==> src/rtl/fp_alu_arbiter.sv <==
// Round-robin arbiter sharing one FP ALU among NUM_REQ requesters.
// One operation in flight: capture winner, pulse start, wait (with timeout), respond.
module fp_alu_arbiter #(
  parameter int unsigned NUM_REQ = 4,
  parameter int unsigned TIMEOUT = 64
) (
  input  logic                  clk,
  input  logic                  rst,
  input  logic [NUM_REQ-1:0]    req_valid,
  output logic [NUM_REQ-1:0]    req_ready,
  input  logic [NUM_REQ*32-1:0] req_op_a,
  input  logic [NUM_REQ*32-1:0] req_op_b,
  input  logic [NUM_REQ*2-1:0]  req_op_code,
  input  logic [NUM_REQ-1:0]    req_mode_fp,
  output logic [NUM_REQ-1:0]    rsp_valid,
  output logic [31:0]           rsp_result,
  output logic [4:0]            rsp_flags,
  output logic                  rsp_timeout,
  output logic                  busy,
  output logic [31:0]           alu_op_a,
  output logic [31:0]           alu_op_b,
  output logic [1:0]            alu_op_code,
  output logic                  alu_mode_fp,
  output logic                  alu_start,
  input  logic [31:0]           alu_result,
  input  logic [4:0]            alu_flags,
  input  logic                  alu_valid_out
);

  localparam int unsigned GW = (NUM_REQ > 1) ? $clog2(NUM_REQ) : 1;
  localparam int unsigned TW = $clog2(TIMEOUT + 1);

  typedef enum logic [1:0] {StIdle, StIssue, StWait, StResp} state_e;

  state_e              state;
  logic [GW-1:0]       last_grant;
  logic [GW-1:0]       grant;
  logic [TW-1:0]       timer;

  logic [GW-1:0]       winner;
  logic [GW-1:0]       cand;
  logic                found;
  logic [NUM_REQ-1:0]  grant_oh;
  logic [31:0]         sel_a;
  logic [31:0]         sel_b;
  logic [1:0]          sel_code;
  logic                sel_mode;

  // Search starts just after the last served requester, so it ends up lowest priority.
  always_comb begin
    found  = 1'b0;
    winner = '0;
    cand   = '0;
    for (int unsigned k = 1; k <= NUM_REQ; k++) begin
      cand = GW'((32'(last_grant) + k) % NUM_REQ);
      if (!found && req_valid[cand]) begin
        found  = 1'b1;
        winner = cand;
      end
    end
  end

  always_comb begin
    req_ready = '0;
    if (state == StIdle && found) begin
      req_ready[winner] = 1'b1;
    end
  end

  always_comb begin
    sel_a    = req_op_a[32*winner +: 32];
    sel_b    = req_op_b[32*winner +: 32];
    sel_code = req_op_code[2*winner +: 2];
    sel_mode = req_mode_fp[winner];
  end

  always_comb begin
    grant_oh        = '0;
    grant_oh[grant] = 1'b1;
  end

  always_ff @(posedge clk or posedge rst) begin
    if (rst) begin
      state       <= StIdle;
      last_grant  <= GW'(NUM_REQ - 1);
      grant       <= '0;
      timer       <= '0;
      alu_op_a    <= '0;
      alu_op_b    <= '0;
      alu_op_code <= '0;
      alu_mode_fp <= 1'b0;
      alu_start   <= 1'b0;
      rsp_valid   <= '0;
      rsp_result  <= '0;
      rsp_flags   <= '0;
      rsp_timeout <= 1'b0;
      busy        <= 1'b0;
    end else begin
      alu_start <= 1'b0;
      case (state)
        StIdle: begin
          if (found) begin
            grant       <= winner;
            alu_op_a    <= sel_a;
            alu_op_b    <= sel_b;
            alu_op_code <= sel_code;
            alu_mode_fp <= sel_mode;
            alu_start   <= 1'b1;
            busy        <= 1'b1;
            state       <= StIssue;
          end
        end
        StIssue: begin
          timer <= '0;
          state <= StWait;
        end
        StWait: begin
          // A result arriving on the last timeout cycle still counts as a result.
          if (alu_valid_out) begin
            rsp_result  <= alu_result;
            rsp_flags   <= alu_flags;
            rsp_timeout <= 1'b0;
            rsp_valid   <= grant_oh;
            state       <= StResp;
          end else if (timer == TW'(TIMEOUT - 1)) begin
            rsp_result  <= '0;
            rsp_flags   <= '0;
            rsp_timeout <= 1'b1;
            rsp_valid   <= grant_oh;
            state       <= StResp;
          end else begin
            timer <= timer + TW'(1);
          end
        end
        StResp: begin
          rsp_valid   <= '0;
          rsp_result  <= '0;
          rsp_flags   <= '0;
          rsp_timeout <= 1'b0;
          last_grant  <= grant;
          busy        <= 1'b0;
          state       <= StIdle;
        end
        default: state <= StIdle;
      endcase
    end
  end

  a_ready_onehot: assert property (@(posedge clk) disable iff (rst) $onehot0(req_ready));
  a_rsp_onehot:   assert property (@(posedge clk) disable iff (rst) $onehot0(rsp_valid));
  a_start_pulse:  assert property (@(posedge clk) disable iff (rst) alu_start |=> !alu_start);

endmodule

==> config.mk <==
export PLATFORM = sky130hd
export DESIGN_NAME = fp_alu_arbiter
export DESIGN_NICKNAME = d
export VERILOG_FILES = /design/src/rtl/fp_alu_arbiter.sv
export SDC_FILE = /design/constraint.sdc
export NUM_CORES = 1
export LEC_CHECK = 0
export CORE_AREA = 2 2 166 168
export DETAILED_ROUTE_END_ITERATION = 16
export DIE_AREA = 0 0 168 170
export PLACE_DENSITY_LB_ADDON = 0.2
export SLEW_MARGIN = 15
export SYNTH_ARGS = -nofsm -noshare
export SYNTH_HDL_FRONTEND = slang
export SYNTH_SLANG_ARGS = --single-unit
==> constraint.sdc <==
create_clock -name clk -period 4.6 [get_ports clk]
set_clock_uncertainty 0.15 [all_clocks]
set_input_delay 0.46 -clock clk [delete_from_list [all_inputs] [get_ports clk]]
set_output_delay 0.46 -clock clk [all_outputs]
set_load 0.01 [all_outputs]
==> CHANGELOG.md, run 1 <==
### Metrics

* Outcome: complete, no violations
* CP Data Required Time at approximately 4000 ps
* CP most frequent cell: clkdlybuf4s50_1
* Biggest area cells: dfrtp_1, mux2i_1, a221oi_1
* DP HPWL at 21700 µm
* Initial core utilization at between 20% and 30%
* Mapped cell area at 0.00701 mm²
* AO/OA Area Share at 26.7%
* Worst setup margin at ~1000 ps
* Yosys cell types at 41
* Drt wl/cell at 19.2 µm
* Die area at 0.0286 mm²
* Yosys chip area at 0.00701 mm²
* Crit Path Class: in2out
* Sequential area share after synthesis at 44.3%
* FFs & Latches at 124
* Final min period at 3600 ps
* Post-route insts no fill at between 1500 and 2000
* Worst slew pin tran at approximately 1100 ps
* Total tool warning count at 30
* Sequential fraction of design power at 26.6%
* R2r setup slk at 1880 ps
* Syn Inst Count at 777
* Inverters at 11
* CTS Sinks at around 120
* Met2 usage at roughly 33%
**Run 1: floorplan with the power grid**

Scale bar: 50 µm. Pins as bars on the die edge.
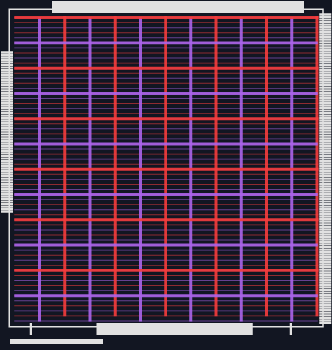
red -> VDD
purple -> VSS
met1 rails = 61
signal pins = 427
rows = 60
met4 straps = 12
core area: 0.0267 mm²
die y size: 170 µm
worst vdd ir: 286 µV
Die W: 168 µm

**Run 1: cells coloured by class**

Fill, decap, tap and diode cells in grey.
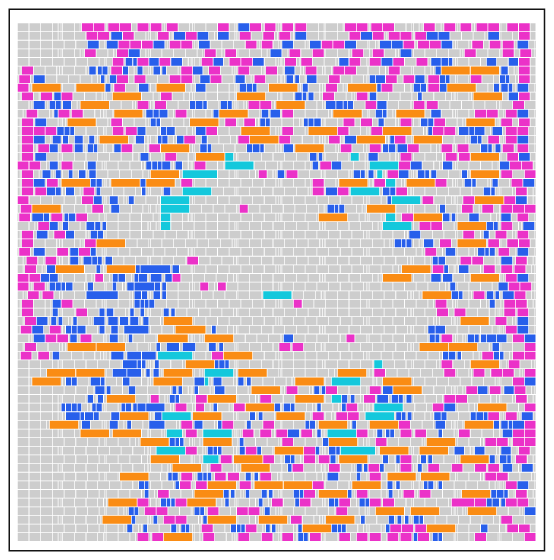
orange -> sequential cells  # cells 124, share of their area 27%
blue -> combinational and other logic  # cells 583, share of their area 31%
cyan -> clock drivers and dummy loads  # cells 32, share of their area 5.3%
magenta -> remaining buffers and delay cells  # cells 437, share of their area 37%
Finished Core Util: 45.5%
cell area after layout: 0.0121 mm²
row count: 60
sequential share of cell area: 25.6%

**Run 1: routed clock nets over the placement**

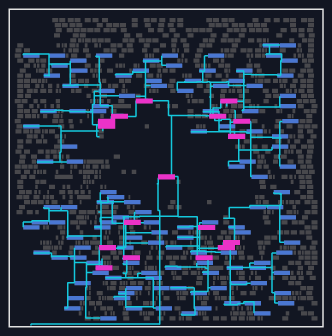
blue -> flip-flops  # count 124
cyan -> clock wires  # length 2060 µm
magenta -> clock drivers  # count 17
flops lie = all over the die
routed clock nets = 18
clk latency late pin: 410 ps
Clk pwr share: 19.5%
clock group power: 1.42 mW

**Run 1: clock nets**

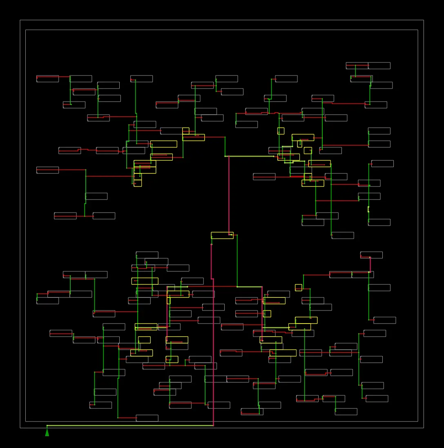

==> run 2: changes to the inputs <==
==> constraint.sdc (replaced) <==
create_clock -name clk -period 3.2 [get_ports clk]
set_clock_uncertainty 0.15 [all_clocks]
set_input_delay 0.32 -clock clk [delete_from_list [all_inputs] [get_ports clk]]
set_output_delay 0.32 -clock clk [all_outputs]
set_load 0.01 [all_outputs]
**Run 2: clock nets**

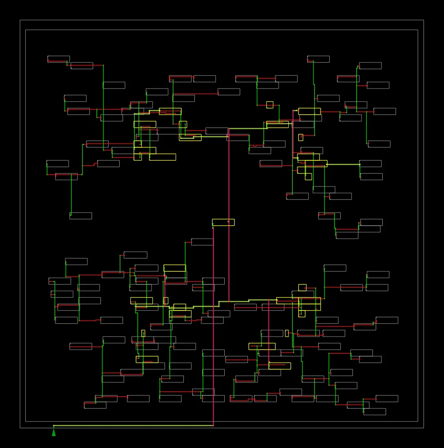
CTS Sinks: 124
Clock Buffer Count: 20

==> run 2 against run 1 <==
  * Count of clock-buffer cells in the layout unchanged
  * Die size unchanged
  * Flip-flop count unchanged
  * Register-to-register slack worse by 1200 ps
  * Area after synthesis unchanged
  * Setup slack worse by 810 ps
  * Total power up 45%
  * Combinational power up 47%
  * Critical path depth unchanged
  * Sequential share of layout area down 0.22 points
  * Wire length up 2.6%
  * Cell count up 0.79%
  * Critical endpoint unchanged
  * Largest cell class unchanged
==> CHANGELOG.md, run 2 <==
### Metrics

* Outcome: complete, no violations
* Crit Path Class: reg2out
* Final min period at around 3000 ps
* Finished Core Util at 45.9% (+0.39 points)
* CP Data Required Time at 2730 ps (-1260 ps)
* Die area at 0.0286 mm² (unchanged)
* Crit path arrival time at around 2500 ps
* R2r setup slk at 730 ps (-1150 ps)
* Worst slew pin tran at 1000 ps (-53.7 ps)
* Comb gates at 572
* Die y size at 170 µm (unchanged)
* Clk pwr share at 18.6% (-0.9 points)
* Met2 usage at 34.4% (+1.4 points)
* Cell area after layout at 0.0122 mm² (+0.87%)
* Yosys chip area at 0.00701 mm² (unchanged)
* Drt wl/cell at 19.5 µm (+1.8%)
* Area leader, netlist: dfrtp_1
* Worst setup margin at 193 ps (-811 ps)
* CTS tree: yes
* Syn Inst Count at 777 (unchanged)
* Post-route insts no fill at 1532 (+0.79%)
* DP HPWL at 22400 µm (+3.2%)
* Row count at 60 (unchanged)
* Biggest area cells: dfrtp_1, mux2i_1, a221oi_1
* Seq pwr at roughly 2.8 mW
* Yosys cell types at 41 (unchanged)
* Inverters at 11 (unchanged)
* Mapped cell area at 0.00701 mm² (unchanged)
* Die W at 168 µm (unchanged)
* Core area at 0.0267 mm² (unchanged)
* Worst vdd ir at 629 µV (+120%)
* Clock group power at 1.95 mW (+37%)
* Clk latency late pin at 420 ps (about the same)
* Sequential share of cell area at 25.4% (-0.22 points)
* Sequential fraction of design power at 26.5% (about the same)
* Buf/Inv on CP at 1
* AO/OA Area Share at 26.7% (unchanged)
* Sequential area share after synthesis at 44.3% (unchanged)
* FFs & Latches at 124 (unchanged)
==> run 3: changes to the inputs <==
--- a/config.mk
+++ b/config.mk
@@ -8,6 +8,7 @@
 export CORE_AREA = 2 2 166 168
 export DETAILED_ROUTE_END_ITERATION = 16
 export DIE_AREA = 0 0 168 170
+export HOLD_SLACK_MARGIN = 0.05
 export PLACE_DENSITY_LB_ADDON = 0.2
 export SLEW_MARGIN = 15
 export SYNTH_ARGS = -nofsm -noshare
**Run 3: cells coloured by class**

Fill, decap, tap and diode cells in grey.
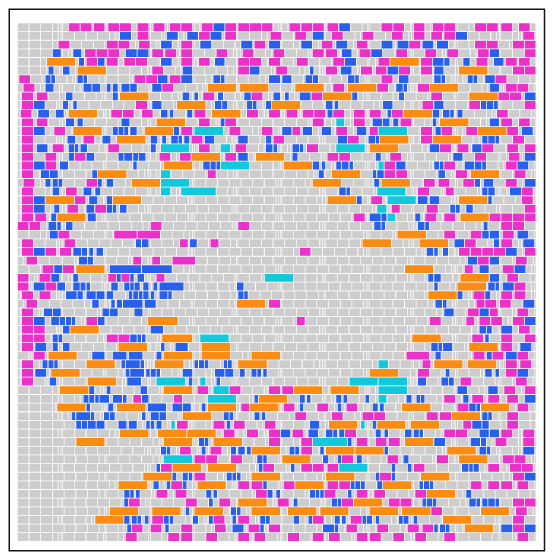
blue -> combinational and other logic  # cells 583, share of their area 31%
magenta -> remaining buffers and delay cells  # cells 452, share of their area 38%
orange -> sequential cells  # cells 124, share of their area 26%
cyan -> clock drivers and dummy loads  # cells 32, share of their area 4.9%
cell area after layout: 0.0122 mm²
sequential share of cell area: 25.4%

==> run 3 against run 2 <==
  * Global-route usage is the same
  * Utilization unchanged
  * Synthesized cell count unchanged
  * Sequential power barely moved
  * Register-to-register slack barely moved
  * First-iteration DRC count did not move
  * Critical endpoint unchanged
  * Fmax did not move
  * Count of clock-buffer cells in the layout unchanged
  * Critical path type unchanged
  * Largest cell class unchanged
==> CHANGELOG.md, run 3 <==
### Metrics

* Outcome: complete, no violations
* Die W at 168 µm (unchanged)
* Sequential fraction of design power at 26.5% (about the same)
* DP HPWL at 22400 µm (unchanged)
* Biggest area cells: dfrtp_1, mux2i_1, a221oi_1
* Buf/Inv on CP at 1 (unchanged)
* CTS Sinks at 124 (unchanged)
* Met2 usage at 34.4% (unchanged)
* Sequential area share after synthesis at 44.3% (unchanged)
* Final min period at 3010 ps (unchanged)
* Clk pwr share at 18.6% (about the same)
* Area leader, netlist: dfrtp_1
* Post-route insts no fill at 1532 (unchanged)
* Die y size at 170 µm (unchanged)
* CP Data Required Time at 2730 ps (about the same)
* Finished Core Util at 45.9% (unchanged)
* Yosys chip area at 0.00701 mm² (unchanged)
* Syn Inst Count at 777 (unchanged)
* R2r setup slk at 730 ps (about the same)
* Drt wl/cell at 19.5 µm (unchanged)
* Comb gates at 572 (unchanged)
* Core area at 0.0267 mm² (unchanged)
* AO/OA Area Share at 26.7% (unchanged)
* Seq pwr at 2.79 mW (about the same)
* Row count at 60 (unchanged)
* Worst slew pin tran at 1000 ps (unchanged)
* Mapped cell area at 0.00701 mm² (unchanged)
* Worst vdd ir at 629 µV (unchanged)
* Die area at 0.0286 mm² (unchanged)
* Crit Path Class: reg2out
Power and IR drop assume default switching activity.
